<file path="src/rtl/uart_pkg.sv">
// Shared UART constants used by uartRx, the transmit path and the receive FIFO.
package uart_pkg;

    localparam int UART_CLK_PER_BIT   = 434;
    localparam int UART_DATA_W        = 8;
    localparam int UART_RX_FIFO_DEPTH = 16;

endpackage : uart_pkg

</file>
<file path="src/rtl/uart_rx_fifo_mem.sv">
// Byte storage for the receive FIFO: one synchronous write port, one
// asynchronous read port. Contents are deliberately not reset.
module uart_rx_fifo_mem #(
    parameter int DEPTH  = 16,
    parameter int DATA_W = 8,
    localparam int AW    = $clog2(DEPTH)
) (
    input  logic              clk,
    input  logic              we,
    input  logic [AW-1:0]     waddr,
    input  logic [DATA_W-1:0] wdata,
    input  logic [AW-1:0]     raddr,
    output logic [DATA_W-1:0] rdata
);

    logic [DATA_W-1:0] mem [DEPTH];

    // Write port: capture one byte per enabled cycle.
    always_ff @(posedge clk) begin
        if (we) begin
            mem[waddr] <= wdata;
        end
    end

    assign rdata = mem[raddr];

endmodule : uart_rx_fifo_mem

</file>
<file path="src/rtl/uart_rx_fifo.sv">
// Receive-side byte FIFO behind uartRx. Captures one byte per rising edge of
// rx_finish and presents it first-word-fall-through on a valid/ready port.
// Build option: define UART_RX_FIFO_OVERRUN_EN to get a sticky overrun flag
// (cleared by ovr_clr); otherwise overrun reads 0 and drops are silent.
module uart_rx_fifo
    import uart_pkg::*;
#(
    parameter int DEPTH  = UART_RX_FIFO_DEPTH,
    parameter int DATA_W = UART_DATA_W,
    localparam int AW    = $clog2(DEPTH),
    localparam int LW    = $clog2(DEPTH) + 1
) (
    input  logic              clk,
    input  logic              rst_n,
    input  logic [DATA_W-1:0] rx_data,
    input  logic              rx_finish,
    output logic [DATA_W-1:0] m_data,
    output logic              m_valid,
    input  logic              m_ready,
    output logic [LW-1:0]     level,
    output logic              full,
    output logic              overrun,
    input  logic              ovr_clr
);

    logic [AW-1:0]     wr_ptr;
    logic [AW-1:0]     rd_ptr;
    logic              rx_finish_q;
    logic              push;
    logic              pop;
    logic              wr_en;
    logic              drop;
    logic [DATA_W-1:0] rd_data;

    // A stretched rx_finish must only write once, so push on its rising edge.
    assign push    = rx_finish & ~rx_finish_q;
    assign m_valid = (level != '0);
    assign full    = (level == LW'(DEPTH));
    assign pop     = m_valid & m_ready;
    // When full, a simultaneous pop frees the head slot, which is exactly wr_ptr.
    assign wr_en   = push & (~full | pop);
    assign drop    = push & full & ~pop;
    // Storage is not reset, so gate the head byte to keep m_data clean when empty.
    assign m_data  = m_valid ? rd_data : '0;

    uart_rx_fifo_mem #(
        .DEPTH  (DEPTH),
        .DATA_W (DATA_W)
    ) u_mem (
        .clk   (clk),
        .we    (wr_en),
        .waddr (wr_ptr),
        .wdata (rx_data),
        .raddr (rd_ptr),
        .rdata (rd_data)
    );

    // Delay rx_finish by one cycle for the rising-edge detector.
    always_ff @(posedge clk or negedge rst_n) begin
        if (!rst_n) begin
            rx_finish_q <= 1'b0;
        end else begin
            rx_finish_q <= rx_finish;
        end
    end

    // Pointer and occupancy bookkeeping; pointers wrap naturally modulo DEPTH.
    always_ff @(posedge clk or negedge rst_n) begin
        if (!rst_n) begin
            wr_ptr <= '0;
            rd_ptr <= '0;
            level  <= '0;
        end else begin
            if (wr_en) begin
                wr_ptr <= wr_ptr + AW'(1);
            end
            if (pop) begin
                rd_ptr <= rd_ptr + AW'(1);
            end
            if (wr_en && !pop) begin
                level <= level + LW'(1);
            end else if (pop && !wr_en) begin
                level <= level - LW'(1);
            end
        end
    end

`ifdef UART_RX_FIFO_OVERRUN_EN
    // Sticky overrun: a drop in the same cycle as ovr_clr keeps the flag set.
    always_ff @(posedge clk or negedge rst_n) begin
        if (!rst_n) begin
            overrun <= 1'b0;
        end else if (drop) begin
            overrun <= 1'b1;
        end else if (ovr_clr) begin
            overrun <= 1'b0;
        end
    end
`else
    logic unused_ovr;

    assign overrun    = 1'b0;
    assign unused_ovr = ovr_clr ^ drop;
`endif

endmodule : uart_rx_fifo

</file>
<file path="config.mk">
export PLATFORM = sky130hd
export DESIGN_NAME = uart_rx_fifo
export DESIGN_NICKNAME = d
export VERILOG_FILES = /design/src/rtl/uart_pkg.sv /design/src/rtl/uart_rx_fifo_mem.sv /design/src/rtl/uart_rx_fifo.sv
export SDC_FILE = /design/constraint.sdc
export NUM_CORES = 1
export LEC_CHECK = 0
export CAP_MARGIN = 20
export CORE_MARGIN = 2
export CORE_UTILIZATION = 24
export DETAILED_ROUTE_END_ITERATION = 8
export SLEW_MARGIN = 20
export SYNTH_ARGS = -nofsm -noshare
export SYNTH_HDL_FRONTEND = slang
export SYNTH_SLANG_ARGS = --single-unit
</file>
<file path="constraint.sdc">
create_clock -name clk -period 8.5 [get_ports clk]
set_clock_uncertainty 0.05 [all_clocks]
set_input_delay 1.7 -clock clk [delete_from_list [all_inputs] [get_ports clk]]
set_output_delay 1.7 -clock clk [all_outputs]
set_load 0.02 [all_outputs]
</file>
==> run notes, run 1 <==
yosys + openroad results -> min-delay worst type reg -> reg, power density cells between 300 and 400 nW/µm², largest net degree at the start of global routing 33, yosys cell count around 300, Post-synth top flop edfxtp_1, largest fanout on the critical path 32, slew margin rel. 34.77%, final core occ between 20% and 30%, Avg Inst Size Synth 19.32 µm², RSZ-0062 raised after global routing no, Flops after synth 142, Routed Antenna Nets 0, most frequent cells in the layout edfxtp_1 (128), clkdlybuf4s50_1 (26), mux4_2 (24), synthesis-to-finish area growth 19.94%, Post-CTS Setup Inserts 0, FP Util approximately 24%, final setup fails 0, slowest stage cell, crit path mux4_1, routability cong. approximately 0.76, TritonCTS clock tree built, first-pass detailed-route iteration total 4, synthesized area slightly below 6000 µm², Final min period 4.870 ns, dpl cells between 600 and 700, Mapped Nets 327, Tool Warnings 30, final setup TNS 0 ns, CTS H-tree lvls 4, synth unique cells around 40, chip area roughly 26000 µm², Fmax achieved slightly above 200 MHz, yosys xor share roughly 1.3%, area leader, netlist edfxtp_1, YS chip area about 5900 µm², Critical path origin rd_ptr[1], mean number of vias per cell between 4 and 5, post-synthesis adder-cell area fraction 2.258%, fin. max-slew vios 0, Ports 29, Clock Latency Late Sink between 0.4 and 0.5 ns, detailed placement HPWL 7098 µm, initial antenna violation count 0, crit path cell chain buf_4, mux4_1, mux2_2, o21ai_0, a21oi_1, clkdlybuf4s50_1, sequential element share of the synthesized area 71.41%, run status finished clean, total gr overflow 0, max-cap viol count 0, first-pass GRT wire length between 15000 and 20000 µm, Layout Nets between 300 and 400, Worst Path Class, Setup reg -> out, CP required a little under 7 ns, Crit path arrival time 3.12 ns, type of destination of the critical path primary output, # hold bufs at CTS 0, simple share about 3.2%, Worst Hold Launch rd_ptr[3], vias in the first global route between 3000 and 4000, Wirelength per Cell between 15 and 20 µm, CTS Root Cell clkbuf_16, GRT Total Usage 9.398%, WP buf/inv 2, die boundary height 160.4 µm, final worst-path cycle share between 50% and 60%, synth warn 0, CTS clk-pin slew, worst paths approximately 0.06 ns, top cell family by delay on the critical path buffers and inverters, Synth Area in Compound Gates about 2.8%, Top non-seq family multiplexers, initial DRC count approximately 170, Mux cell area share around 16%, r2r startpoint level[1], CP max stage delay about 0.61 ns, layout cells sized above 1 about a fifth, Top cells by area edfxtp_1 (65%), mux4_2 (9.2%), dfrtp_1 (6.0%), Post-route DRC 0, Post-CTS Resized 0, Post-synth EDFFs between 100 and 150, worst slew pin tran 0.9748 ns, # diodes 0, Top-area cell share about 65%, LEAKAGE about 2.3 nW, chip width approximately 160 µm, most frequent logic cell in the layout edfxtp_1, Startpoint Class register, asr flop ratio synth 9.859%, Clock Sinks around 140, maximum clock path buffer count 2, Port Buffers 26, final WL 11360 µm, cell count after synthesis between 300 and 400, Hold Vio Cnt, Final 0, Via Count approximately 2900, Num CTS Buffers 17, Worst VDD drop approximately 0.19 mV
## run 1: metal layers
layer	global-route usage, %	vias up	wire (µm)
met1	12.47	1493	5306
met4	3.317	0	107
met2	14.83	61	5527
li1	-	1289	-
met3	2.608	9	422
met5	0	-	0
## run 1: Yosys cell counts (3+ instances only)
library cell,number
buf_4,5
xnor2_1,7
dfrtp_1,14
nor2_1,12
buf_2,3
o21ai_1,4
inv_1,8
nand3_1,3
mux4_1,8
o21ai_0,9
nor3_1,5
edfxtp_1,128
ha_1,9
mux2_2,9
nand2_1,10
a21oi_1,9
mux2i_1,8
mux4_2,24
## run 1: where the power goes
part / internal [mW] / switching (mW)
clock: 0.420 / 0.323
sequential: 0.825 / 0.0616
combinational: 0.361 / 0.382
total: 1.61 / 0.766
## run 1: worst reg2reg max path, stage by stage, from the launching register on
cell,delay (ns)
dfrtp_1,0.44
nor4_1,0.57
or2b_1,0.50
nand2_1,0.23
ha_1,0.29
inv_1,0.13
ha_1,0.33
nor2b_1,0.16
o21a_1,0.20
o2111ai_1,0.20
o311ai_0,0.15
## run 1: logic make-up (layout without fill, tap and decap cells)
family          count (synthesis)  count (layout)
other cells                     1               1
fa+ha+maj                      10              10
buf+inv                        25              73
simple gates                   40              40
compound gates                 28              28
mux                            49              49
flops                         142             142
xor+xnor                        9               9
## run 1: through the flow
stage               hold WS (ns)  setup slack, ns  power (mW)  instance area, µm²
floorplan                 0.5039            4.746       1.438                5873
global placement          0.4166            3.909       1.636                6442
detailed placement        0.4300            3.830       1.650                6442
CTS                       0.4413            3.590       2.397                7044
global route              0.4559            3.424       2.491                7044
finish                    0.4321            3.630       2.373                7044
## run 1: cell type report
| type | instances | area [µm²] | area share (%) |
|---|---|---|---|
| clock buffers | 17 | 425.4 | 6.039 |
| clock inverters | 15 | 176.4 | 2.504 |
| inverters | 8 | 30.03 | 0.4263 |
| multi-input cells | 137 | 1500 | 21.30 |
| flip-flops and latches | 142 | 4194 | 59.54 |
| well taps | 324 | 405.4 | 5.755 |
| repair buffers | 33 | 312.8 | 4.440 |
## run 1: flip-flops by register name, summed over array words and instances, names as in the netlist
name	flops
rd_ptr	4
u_mem.mem	128
level	5
rx_finish_q	1
wr_ptr	4
## run 1: final timing paths
kind	endpoint	slack, ns	cells past startpoint
worst max-delay path	m_data[1]	3.63	6
worst min-delay path	rd_ptr[3]	0.43	1
worst max register to register	level[4]	5.12	10
worst min register to register	rd_ptr[3]	0.43	1
max in group asynchronous	wr_ptr[0]	6.34	1
min in group asynchronous	level[3]	1.64	1
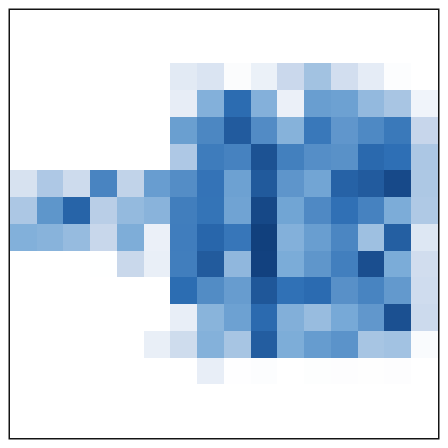
Fig. 1. Cell area per tile (run 1).
The die is cut into 16 by 16 equal tiles; white is low, dark blue is high, 0 to 100% covered.
The fullest tile reaches 94%. 49% of the tiles are nearly empty. The emptiest ninth of the die: north-west. The mean over all tiles is 26%. The densest ninth of the die: center. 8.6% of the tiles are over 75% full.

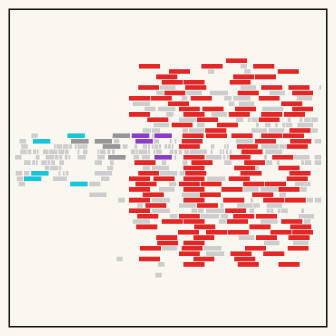
Fig. 2. Where the registers sit (run 1).
Other sequential cells in the stronger gray, the rest of the logic in the fainter gray.
Key: red = `u_mem.mem` [placed flops 128]; purple = `wr_ptr` [placed flops 4, where center]; cyan = `level` [placed flops 5, where west]
Another 5 sequential cells are not colored.

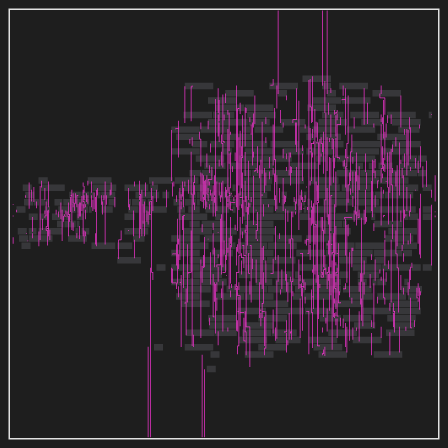
Fig. 3. Signal wires on met2 (run 1).
321 nets have wire on it. The layer carries 5530 µm of wire. The layer holds 49% of the routed length.

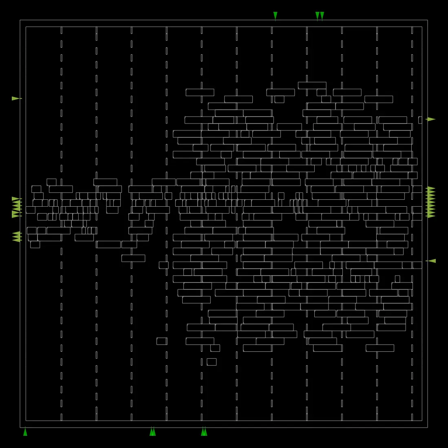
Fig. 4. Cell outlines without signal wires (run 1).
flop share of the area: 59.54%
row cnt: 57
fin cells: 676
core area: 24180 µm²
fill count: 2356

==> run 2, diff against run 1 <==
- clock period: 8.5 -> 4.3 ns (I/O delays scaled with it)
==> run notes, run 2 <==
yosys + openroad results -> TritonCTS clock tree built, GRT Total Usage 9.186% (-0.21 points), min-delay worst type reg -> reg, largest registers u_mem.mem: 128 flops, level: 5 flops, YS chip area 5873 µm² (unchanged), RSZ-0062 raised after global routing no, Routed Antenna Nets 0 (unchanged), fin. max-slew vios 0 (unchanged), Reg2Reg Setup Slack 0.94 ns (-4.18 ns), Post-synth EDFFs 128 (unchanged), row cnt 57 (unchanged), most frequent cells in the layout edfxtp_1 (128), clkdlybuf4s50_1 (26), mux4_2 (24), first-pass detailed-route iteration total 5 (+1), CTS clk-pin slew, worst paths 0.06 ns (about the same), slowest stage cell, crit path mux4_1, Clock Sinks 142 (unchanged), final setup fails 0 (unchanged), Top-area cell share 65.45% (unchanged), Port Buffers 26 (unchanged), synth unique cells 40 (unchanged), Mapped Nets 327 (unchanged), CTS Root Cell clkbuf_16, Top cells by area edfxtp_1 (65%), mux4_2 (9.2%), dfrtp_1 (6.0%), Final WS setup 0.5159 ns (-3.115 ns), Avg Inst Size Synth 19.32 µm² (unchanged), type of destination of the critical path primary output, die boundary height 160.4 µm (unchanged), Post-synth top flop edfxtp_1, largest register by flop count u_mem.mem, most frequent cell after synthesis edfxtp_1, CP max stage delay 0.61 ns (about the same), Post-synth top cells edfxtp_1 (128), mux4_2 (24), dfrtp_1 (14), final WL 11450 µm (+0.80%), first-pass GRT wire length 17660 µm (-1.6%), layout cells sized above 1 23.08% (+2.3 points), yosys cell count 304 (unchanged), synth warn 0 (unchanged), total power 4.817 mW (+100%), Wirelength per Cell 16.65 µm (-0.96%), mean number of vias per cell 4.202 (-0.40%), largest fanout on the critical path 20 (-38%), synthesized area 5873 µm² (unchanged), max reg flops 128 (unchanged), total gr overflow 0 (unchanged), power density cells 672.1 nW/µm² (+99%), # diodes 0 (unchanged), asr flop ratio synth 9.859% (unchanged), Ports 29 (unchanged), Post-CTS Setup Inserts 0 (unchanged), LEAKAGE 2.395 nW (+3.7%), # hold bufs at CTS 0 (unchanged), routability cong. 0.7129 (-6.4%), Crit path arrival time 2.87 ns (-0.25 ns), run status finished clean, Worst VDD drop 0.3365 mV (+80%), initial DRC count 216 (+24%), vias in the first global route 2999 (-3.0%), slew margin rel. 39.93% (+5.2 points), detailed placement HPWL 7477 µm (+5.3%), worst slack, placed 0.7731 ns (-3.057 ns), FP Util 24.29% (unchanged), final setup TNS 0 ns (unchanged), Startpoint Class register, max-cap viol count 0 (unchanged), Num CTS Buffers 17 (unchanged), Final min period between 3 and 4 ns, most frequent logic cell in the layout edfxtp_1, Post-CTS Resized 0 (unchanged), worst slew pin tran 0.8978 ns (-0.07707 ns), Hold Vio Cnt, Final 0 (unchanged), Layout Nets 374 (+3.3%), CP required 3.39 ns (-3.36 ns), Clock Latency Late Sink 0.41 ns (about the same), Via Count 2891 (+1.4%), final worst-path cycle share between 80% and 90%, initial antenna violation count 0 (unchanged), Tool Warnings 30 (unchanged), Flops after synth 142 (unchanged), Worst Path Class, Setup reg -> out, maximum clock path buffer count 2 (unchanged), chip width 160.4 µm (unchanged), core area 24180 µm² (unchanged), sequential element share of the synthesized area 71.41% (unchanged), area leader, netlist edfxtp_1, crit path cell chain buf_4, mux4_1, mux2_2, o21ai_0, a21oi_1, clkdlybuf4s50_1, Post-route DRC 0 (unchanged), cell count after synthesis 304 (unchanged), largest net degree at the start of global routing 28 (-15%), CTS H-tree lvls 4 (unchanged), chip area 25740 µm² (unchanged), synthesis-to-finish area growth 22.03%
[run 2: cell counts after synthesis]
No cell type changed its count.
[run 2: routing by layer]
| metal | vias to the layer above | track usage, % | wire length (µm) |
|---|---|---|---|
| met2 | 81 | 13.70 | 5292 |
| met4 | 0 | 2.826 | 119 |
| li1 | 1307 | - | - |
| met3 | 9 | 2.738 | 530 |
| met5 | - | 0 | 0 |
| met1 | 1494 | 12.92 | 5512 |
[run 2: cells by family (layout without fill, tap and decap cells)]
family	Yosys count	in the layout	share of synthesized area [%]
XOR/XNOR	9	9	1.342
adder cells (fa/ha/maj)	10	10	2.258
AND/OR/NAND/NOR	40	40	3.174
AND-OR/OR-AND	28	28	2.833
other	1	1	0.06385
buffers and inverters	25	85	3.046
flip-flops	142	142	71.41
multiplexers	49	49	15.87
[run 2: where the power goes]
group | internal [mW] | switching, mW
clock | 0.986 | 0.578
combinational | 0.734 | 0.769
sequential | 1.63 | 0.119
total | 3.35 | 1.47
[run 2: worst max-delay path: cells and delay by family (launching register included)]
family	cells	cell delay, ns
buffers and inverters	2	0.90
muxes	2	0.89
DFF	1	0.35
AOI/OAI and AO/OA	2	0.32
[run 2: layout make-up]
cell class | instances | area (µm²)
Clock buffer | 18 | 429.2
Timing Repair Buffer | 45 | 402.9
Tap cell | 324 | 405.4
Inverter | 8 | 30.03
Multi-Input combinational cell | 137 | 1500
Clock inverter | 14 | 205.2
Sequential cell | 142 | 4194
Fill cell | 2344 | 17010
[run 2: final timing paths]
| check | start | cells after the start | to |
|---|---|---|---|
| setup / recovery | rd_ptr[1] | 6 | m_data[1] |
| hold / removal | level[0] | 1 | level[0] |
| setup reg to reg | level[1] | 10 | level[4] |
| hold reg to reg | level[0] | 1 | level[0] |
| max in group asynchronous | rst_n | 1 | wr_ptr[2] |
| min in group asynchronous | rst_n | 1 | level[0] |
[run 2: per-stage QoR]
stage / instance area, µm² / hold WS [ns] / cells / util (%)
floorplan: 5873 / 0.5039 / 304 / -
global placement: 6533 / 0.4843 / 656 / 27.02
detailed placement: 6533 / 0.4971 / 656 / 27.02
CTS: 7167 / 0.5157 / 688 / 29.64
global route: 7167 / 0.5328 / 688 / 29.64
finish: 7167 / 0.5154 / 688 / 29.64
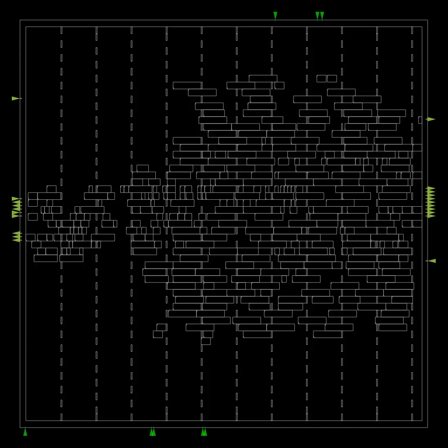
Fig. 5. Cell outlines without signal wires (run 2).
fill count: 2344
fin cells: 688
layout sequential cell count: 142
final core occ: 29.64%

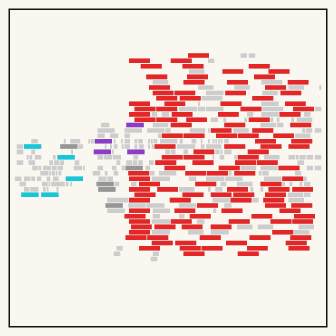
Fig. 6. Where the registers sit (run 2).
Other sequential cells in the stronger gray, the rest of the logic in the fainter gray.
Key: red = `u_mem.mem` [placed flops 128]; cyan = `level` [placed flops 5, where west]; purple = `wr_ptr` [placed flops 4]

No activity file was given, so power comes from the tool's default toggle rates.
